`src/rtl/controller_fsm_cwt.sv`:
```
// Central sequencer of the CWT datapath: captures one FFT frame. For each of
// 15 scales it then walks the band-limited bins through the multiplier and
// wavelet ROM, feeds the IFFT in quarters and stores the IFFT result into that
// scale's output RAM bank.
module controller_fsm_cwt (
    input  logic         clk,
    input  logic         rst,
    input  logic         fft_ready_inputs,
    input  logic         fft_correct,
    input  logic         ifft_correct,
    output logic [127:0] reg_en_fft,
    output logic [6:0]   sel_mux_128x1,
    output logic [7:0]   wavlet_rom_addr,
    output logic [127:0] reg_en_ifft,
    output logic [1:0]   ifft_sel_mux_4x1,
    output logic         ifft_ready_inputs,
    output logic         ifft_scale_ram_write_enable_1,
    output logic         ifft_scale_ram_write_enable_2,
    output logic         ifft_scale_ram_write_enable_3,
    output logic         ifft_scale_ram_write_enable_4,
    output logic         ifft_scale_ram_write_enable_5,
    output logic         ifft_scale_ram_write_enable_6,
    output logic         ifft_scale_ram_write_enable_7,
    output logic         ifft_scale_ram_write_enable_8,
    output logic         ifft_scale_ram_write_enable_9,
    output logic         ifft_scale_ram_write_enable_10,
    output logic         ifft_scale_ram_write_enable_11,
    output logic         ifft_scale_ram_write_enable_12,
    output logic         ifft_scale_ram_write_enable_13,
    output logic         ifft_scale_ram_write_enable_14,
    output logic         ifft_scale_ram_write_enable_15,
    output logic [1:0]   ifft_scale_output_ram_addr
);

    localparam logic [4:0] S_IDLE        = 5'd0;
    localparam logic [4:0] S_FFT_LOAD    = 5'd1;
    localparam logic [4:0] S_FFT_WAIT    = 5'd2;
    localparam logic [4:0] S_FFT_CAPTURE = 5'd3;
    localparam logic [4:0] S_SCALE_FIRST = 5'd5;
    localparam logic [4:0] S_SCALE_LAST  = 5'd19;

    localparam logic [1:0] P_MULT  = 2'd0;
    localparam logic [1:0] P_LOAD  = 2'd1;
    localparam logic [1:0] P_WAIT  = 2'd2;
    localparam logic [1:0] P_WRITE = 2'd3;

    logic [4:0] current_state, state_next;
    logic [1:0] phase, phase_next;
    logic [3:0] state_counter, counter_next;
    logic       pending, pending_next;

    logic       in_scale;
    logic [4:0] scale_offset;
    logic [3:0] scale_idx;
    logic [3:0] band_last;
    logic [6:0] band_base;
    logic [7:0] rom_base;
    logic [6:0] mult_bin;
    logic [14:0] write_en;
    logic       enter_write;

    assign in_scale     = (current_state >= S_SCALE_FIRST) && (current_state <= S_SCALE_LAST);
    assign scale_offset = current_state - 5'd4;
    assign scale_idx    = scale_offset[3:0];
    assign mult_bin     = band_base + {3'd0, state_counter};

    // Band tables: last MULT counter value, first FFT bin and ROM base per scale
    always_comb begin
        band_last = 4'd0;
        band_base = 7'd0;
        rom_base  = 8'd0;
        case (scale_idx)
            4'd1:  begin band_last = 4'd15; band_base = 7'd48; rom_base = 8'd0;   end
            4'd2:  begin band_last = 4'd15; band_base = 7'd40; rom_base = 8'd16;  end
            4'd3:  begin band_last = 4'd15; band_base = 7'd34; rom_base = 8'd32;  end
            4'd4:  begin band_last = 4'd13; band_base = 7'd29; rom_base = 8'd48;  end
            4'd5:  begin band_last = 4'd13; band_base = 7'd25; rom_base = 8'd62;  end
            4'd6:  begin band_last = 4'd13; band_base = 7'd22; rom_base = 8'd76;  end
            4'd7:  begin band_last = 4'd13; band_base = 7'd19; rom_base = 8'd90;  end
            4'd8:  begin band_last = 4'd13; band_base = 7'd17; rom_base = 8'd104; end
            4'd9:  begin band_last = 4'd13; band_base = 7'd15; rom_base = 8'd118; end
            4'd10: begin band_last = 4'd12; band_base = 7'd13; rom_base = 8'd132; end
            4'd11: begin band_last = 4'd12; band_base = 7'd11; rom_base = 8'd145; end
            4'd12: begin band_last = 4'd12; band_base = 7'd10; rom_base = 8'd158; end
            4'd13: begin band_last = 4'd12; band_base = 7'd9;  rom_base = 8'd171; end
            4'd14: begin band_last = 4'd12; band_base = 7'd8;  rom_base = 8'd184; end
            4'd15: begin band_last = 4'd4;  band_base = 7'd7;  rom_base = 8'd197; end
            default: begin band_last = 4'd0; band_base = 7'd0; rom_base = 8'd0;  end
        endcase
    end

    // State register with asynchronous active-low reset
    always_ff @(posedge clk or negedge rst) begin
        if (!rst) begin
            current_state <= S_IDLE;
            phase         <= P_MULT;
            state_counter <= 4'd0;
            pending       <= 1'b0;
        end else begin
            current_state <= state_next;
            phase         <= phase_next;
            state_counter <= counter_next;
            pending       <= pending_next;
        end
    end

    // Next-state, phase, counter and pending-flag logic
    always_comb begin
        state_next = current_state;
        phase_next = phase;
        case (current_state)
            S_IDLE:        if (fft_ready_inputs) state_next = S_FFT_LOAD;
            S_FFT_LOAD:    if (!fft_ready_inputs) state_next = S_FFT_WAIT;
            S_FFT_WAIT:    if (fft_correct) state_next = S_FFT_CAPTURE;
            S_FFT_CAPTURE: begin
                if (state_counter == 4'd3) begin
                    state_next = S_SCALE_FIRST;
                    phase_next = P_MULT;
                end
            end
            default: begin
                if (in_scale) begin
                    case (phase)
                        P_MULT:  if (state_counter == band_last) phase_next = P_LOAD;
                        // An IFFT result already flagged skips the wait entirely
                        P_LOAD:  if (state_counter == 4'd3)
                                     phase_next = (pending || ifft_correct) ? P_WRITE : P_WAIT;
                        P_WAIT:  if (ifft_correct || pending) phase_next = P_WRITE;
                        default: begin
                            if (state_counter == 4'd3) begin
                                phase_next = P_MULT;
                                state_next = (current_state == S_SCALE_LAST) ? S_IDLE
                                                                             : current_state + 5'd1;
                            end
                        end
                    endcase
                end else begin
                    state_next = S_IDLE;
                    phase_next = P_MULT;
                end
            end
        endcase

        counter_next = ((state_next != current_state) || (phase_next != phase)) ? 4'd0
                                                                                : state_counter + 4'd1;

        enter_write  = in_scale && (phase != P_WRITE) && (phase_next == P_WRITE);
        pending_next = pending;
        if (in_scale && (phase == P_LOAD) && ifft_correct) pending_next = 1'b1;
        if (enter_write) pending_next = 1'b0;
    end

    // Moore output decode of state, phase and counter
    always_comb begin
        reg_en_fft                 = '0;
        sel_mux_128x1              = '0;
        wavlet_rom_addr            = '0;
        reg_en_ifft                = '0;
        ifft_sel_mux_4x1           = '0;
        ifft_ready_inputs          = 1'b0;
        write_en                   = '0;
        ifft_scale_output_ram_addr = '0;
        if (current_state == S_FFT_CAPTURE) begin
            reg_en_fft = {96'd0, 32'hFFFF_FFFF} << {state_counter[1:0], 5'd0};
        end else if (in_scale) begin
            case (phase)
                P_MULT: begin
                    sel_mux_128x1   = mult_bin;
                    wavlet_rom_addr = rom_base + {4'd0, state_counter};
                    reg_en_ifft     = 128'd1 << mult_bin;
                end
                P_LOAD: begin
                    ifft_ready_inputs = 1'b1;
                    ifft_sel_mux_4x1  = state_counter[1:0];
                end
                P_WRITE: begin
                    write_en                   = 15'd1 << (scale_idx - 4'd1);
                    ifft_scale_output_ram_addr = state_counter[1:0];
                end
                default: ;
            endcase
        end
    end

    assign ifft_scale_ram_write_enable_1  = write_en[0];
    assign ifft_scale_ram_write_enable_2  = write_en[1];
    assign ifft_scale_ram_write_enable_3  = write_en[2];
    assign ifft_scale_ram_write_enable_4  = write_en[3];
    assign ifft_scale_ram_write_enable_5  = write_en[4];
    assign ifft_scale_ram_write_enable_6  = write_en[5];
    assign ifft_scale_ram_write_enable_7  = write_en[6];
    assign ifft_scale_ram_write_enable_8  = write_en[7];
    assign ifft_scale_ram_write_enable_9  = write_en[8];
    assign ifft_scale_ram_write_enable_10 = write_en[9];
    assign ifft_scale_ram_write_enable_11 = write_en[10];
    assign ifft_scale_ram_write_enable_12 = write_en[11];
    assign ifft_scale_ram_write_enable_13 = write_en[12];
    assign ifft_scale_ram_write_enable_14 = write_en[13];
    assign ifft_scale_ram_write_enable_15 = write_en[14];

endmodule

```
`config.mk`:
```
export PLATFORM = sky130hd
export DESIGN_NAME = controller_fsm_cwt
export DESIGN_NICKNAME = d
export VERILOG_FILES = /design/src/rtl/controller_fsm_cwt.sv
export SDC_FILE = /design/constraint.sdc
export NUM_CORES = 1
export LEC_CHECK = 0
export ABC_AREA = 0
export CAP_MARGIN = 20
export CELL_PAD_IN_SITES_DETAIL_PLACEMENT = 0
export CELL_PAD_IN_SITES_GLOBAL_PLACEMENT = 1
export CORE_ASPECT_RATIO = 2
export CORE_MARGIN = 4
export CORE_UTILIZATION = 21
export CTS_CLUSTER_DIAMETER = 200
export DETAILED_ROUTE_END_ITERATION = 8
export PLACE_DENSITY = 0.77
export SYNTH_ARGS = -nofsm -noshare
export SYNTH_HDL_FRONTEND = slang
export SYNTH_SLANG_ARGS = --single-unit
```
`constraint.sdc`:
```
create_clock -name clk -period 5.9 [get_ports clk]
set_clock_uncertainty 0.1 [all_clocks]
set_input_delay 1.475 -clock clk [delete_from_list [all_inputs] [get_ports clk]]
set_output_delay 1.475 -clock clk [all_outputs]
set_load 0.02 [all_outputs]
```
==> images/route_heat.png <==
11 x 21 tiles, from dark blue (low) to red (high), scaled to the fullest tile. Values are wire area over tile area, all layers added.
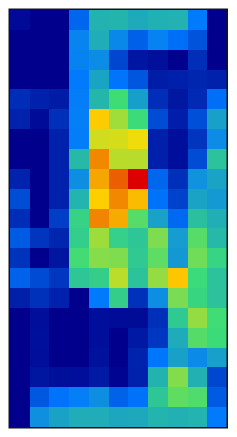
- mean over tiles: 0.12
- densest ninth of the die: center
- emptiest ninth of the die: upper left
- tiles over half the peak: 16%
- nearly empty tiles: 17%
- fullest tile: 0.45
final wirelength: 16.1 mm
via count: 4,244
GRT Util Overall: 13.1%
Wirelength per Cell: 16.3 um

==> images/port_trees.png <==
Bar = 20 um.
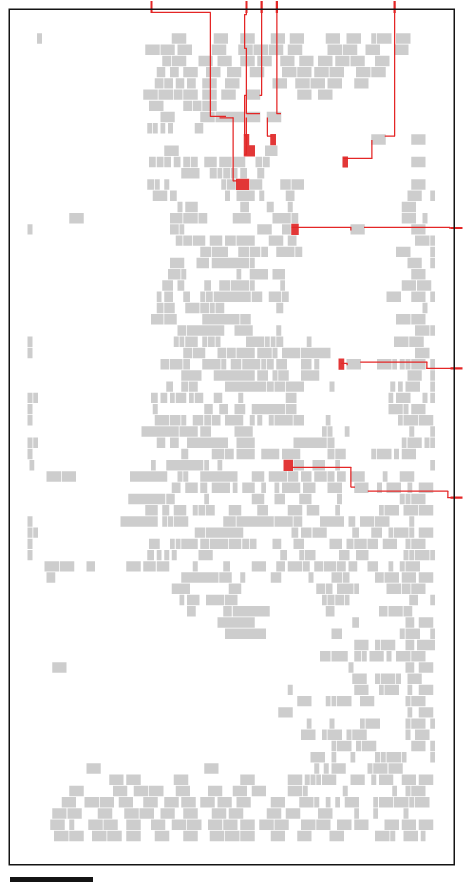
- wavlet_rom_addr: red (bits 8; direction output; end cells 8; buffers 8; wire 310 um)

==> out/results.ini <==
[global_routing]
antenna_found_initial = 0
grt_max_degree = 33
grt_pass1_wl_mm = 23.0
grt-ovfl-total = 0

[clock_network]
tritoncts = done
root_buffer = clkbuf_16
cts_hold_buf = 0
clkTransAtPathRegs_ns = 0.05
clock-sinks = 12
cts_max_level = 1
clk_latency_ns = 0.25
cts_buffers = 3

[floorplan]
dieArea_mm2 = 0.0222
rows = 72
ios = 296
fp-utilization_pct = 21.4
die_w_um = 107
die_h_um = 207

[synthesis]
syn_avg_cell_area_um2 = 6.87
synth_cells = 604
synth_warnings = 0
syn_area_mm2 = 0.00415
top_cells_by_area = buf_4 (30%), nor2_1 (9.5%), ha_1 (9.0%)
synth_cell_types = 64
top_area_cell = buf_4
common_cells = buf_4 (168), nor2_1 (105), ha_1 (30), nand2_1 (30), o21ai_0 (21)
top_area_share_pct = 30.4
ys_chip_area_mm2 = 0.00415
synth_flops = 12
edf_count = 0
ys_cells = 604
synth_seq_share_pct = 7.24
yosysMostFrequentCell = buf_4
ff_type = dfrtp_1
ys_async_sr_fraction_pct = 100

[final_timing]
hold_violations = 0
maxSlewViolCount = 0
final.setup.tns_ns = 0
timing.final.crit_period_ns = 5.73
slew_headroom_pct = 38.0
tightest_slew_ns = 0.931
holdWs_ns = 0.522
min_period_over_period_pct = 97.1
setup_viol = 0
clock.fmax_mhz = 175

[layout]
logic_area_mm2 = 0.00262
drive_gt1_share_pct = 6.83
nets = 770
diodes = 0
seqCellArea_um2 = 300

[worst_setup_path]
critical_path_class = reg -> out
required_ns = 4.32
path_buffers = 2
critPathLaunchType = flop
crit_arrival_ns = 4.15
cpPeakStageDelay_ns = 0.62
critPathCaptureType = primary output
slowest_stage = clkdlybuf4s50_1
crit_chain = inv_1, ha_1, nor2_1, a211oi_1, a31oi_2, fa_2, a21o_1, a21oi_2, nor3_1, or3_1, or4_4, nor2_2, clkdlybuf4s50_1
crit_family = simple AND/OR/NAND/NOR gates
worstSetupPathDepth = 13
critPathMaxFanout = 8
rr_worst_depth = 7

[drt]
first_pass_iters = 5
drt-initial-drc-count = 330
drc = 0
viasPerCell = 4.28

[placed_design]
io_buffers = 251
dpl.hpwl_mm = 13.5
place_inst = 980
gp_congestion = 0.894

[run]
maxCapViolations = 0
tool_warnings = 42

[min_path]
holdPathStages = 2

[pwr]
peakVddDrop_mv = 0.142
powerDensity_mw_per_mm2 = 240
leakage_nw = 2.31

[run_status]
status = finished clean

==> images/floorplan.png <==
Bar = 20 um. Pins as bars on the die edge. Tap cells in gray.
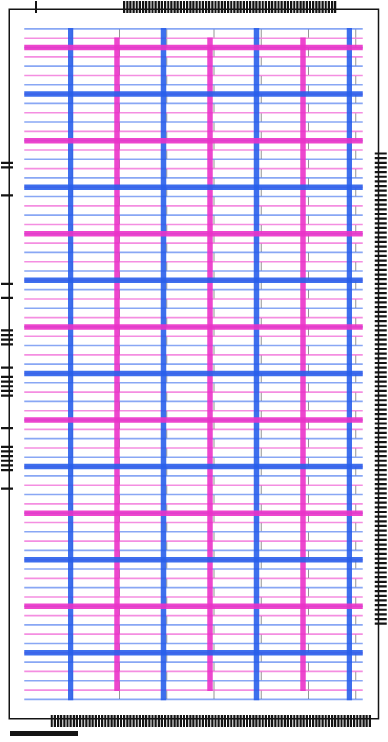
- VSS: blue
- VDD: magenta
- met1 rails: 73
- signal pins: 296
- tap cells: 259

==> images/placed.png <==
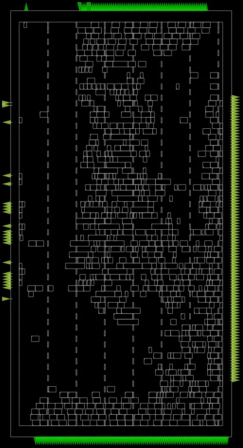
Tap Count: 259
Layout fillers: 2,082
end-of-flow core utilization: 31.8%
final non-filler cell total: 991
num sequential: 12

-- repair_timing --
item | CTS | global route
resized | 3 | 5
buffers inserted | 0 | 4
setup endpoints to repair | 11 | 70
pin swaps | 1 | 3
cloned | 0 | 0
-- flip-flops by register name, summed over array words and instances, names as in the netlist --
register       cells
current_state      5
state_counter      4
phase              2
pending            1
-- report_power, final --
| group | internal, mW | leakage (nW) | total, mW | switching, mW |
|---|---|---|---|---|
| Sequential | 0.101 | 0.162 | 0.121 | 0.0202 |
| Combinational | 0.429 | 2.10 | 1.21 | 0.784 |
| Clock | 0.103 | 0.0442 | 0.144 | 0.0408 |
| Total | 0.632 | 2.31 | 1.48 | 0.845 |
-- cell families (layout without fill, tap and decap cells) --
kind of cell	after synthesis	after routing	share of synthesized area, %
AOI/OAI and AO/OA	88	88	15.1
buffers and inverters	211	296	34.4
xor gates and xnor gates	16	16	3.38
DFF	12	12	7.24
other	1	44	0.0904
adders and majority gates	32	32	10.0
muxes	6	6	1.75
and+or+nand+nor	238	238	28.0
-- metrics by stage --
stage                     power [mW]  setup slack (ns)  utilization (%)  instance area (um2)
final                           1.48             0.173             31.8                 6160
after CTS                       1.47           0.00362             31.1                 6020
after floorplan                 1.01            0.0303                -                 4310
after detailed placement        1.32             0.229             30.6                 5920
after global routing            1.60          -0.00611             31.8                 6160
after global placement          1.31             0.303             30.6                 5920
-- final timing paths --
kind	endpoint	slack, ns	from
max	reg_en_ifft[29]	0.17	current_state[0]$_DFF_PN0_
min in group asynchronous	current_state[1]$_DFF_PN0_	1.56	rst
min reg2reg	pending$_DFFE_PN0P_	0.52	pending$_DFFE_PN0P_
max in group asynchronous	phase[1]$_DFF_PN0_	3.68	rst
min	pending$_DFFE_PN0P_	0.52	pending$_DFFE_PN0P_
max reg2reg	state_counter[3]$_DFF_PN0_	2.71	state_counter[1]$_DFF_PN0_
-- layout make-up --
cell class | count | share of cell area (%)
well taps | 259 | 5.26
multi-input cells | 424 | 42.5
repair buffers | 275 | 44.9
flip-flops and latches | 12 | 4.88
clock buffers | 4 | 1.44
inverters | 17 | 1.04
-- cells in the final DEF, fill, tap and decap left out, types with 4 or more instances in the layout --
| cell | count |
|---|---|
| and2_1 | 17 |
| or3_1 | 4 |
| nor2_2 | 8 |
| nor4b_1 | 6 |
| nand3_1 | 15 |
| xor2_1 | 6 |
| nand2_1 | 30 |
| nand2b_1 | 6 |
| mux2i_1 | 5 |
| xnor2_1 | 9 |
| clkdlybuf4s50_1 | 249 |
| ha_1 | 30 |
| nand4_1 | 5 |
| a21oi_1 | 12 |
| nor2b_1 | 5 |
| o21ai_0 | 21 |
| a211o_1 | 4 |
| and3_1 | 8 |
| o211ai_1 | 5 |
| dfrtp_1 | 12 |
| a31oi_1 | 6 |
| buf_4 | 21 |
| conb_1 | 44 |
| nor3_1 | 12 |
| a21o_1 | 6 |
| nor2_1 | 105 |
| inv_1 | 16 |
-- layer usage --
layer  vias up  share of wire [%]  wire length, um  GRT usage (%)
li1       2085                  -                -              -
met1      1966                 33             5290           12.4
met2       173                 59             9480           27.8
met3        20                5.7              925           1.40
met4         0                2.7              432           4.47
met5         -                  0                0              0
Power figures rest on the tool's default switching activity, not on a simulated workload.
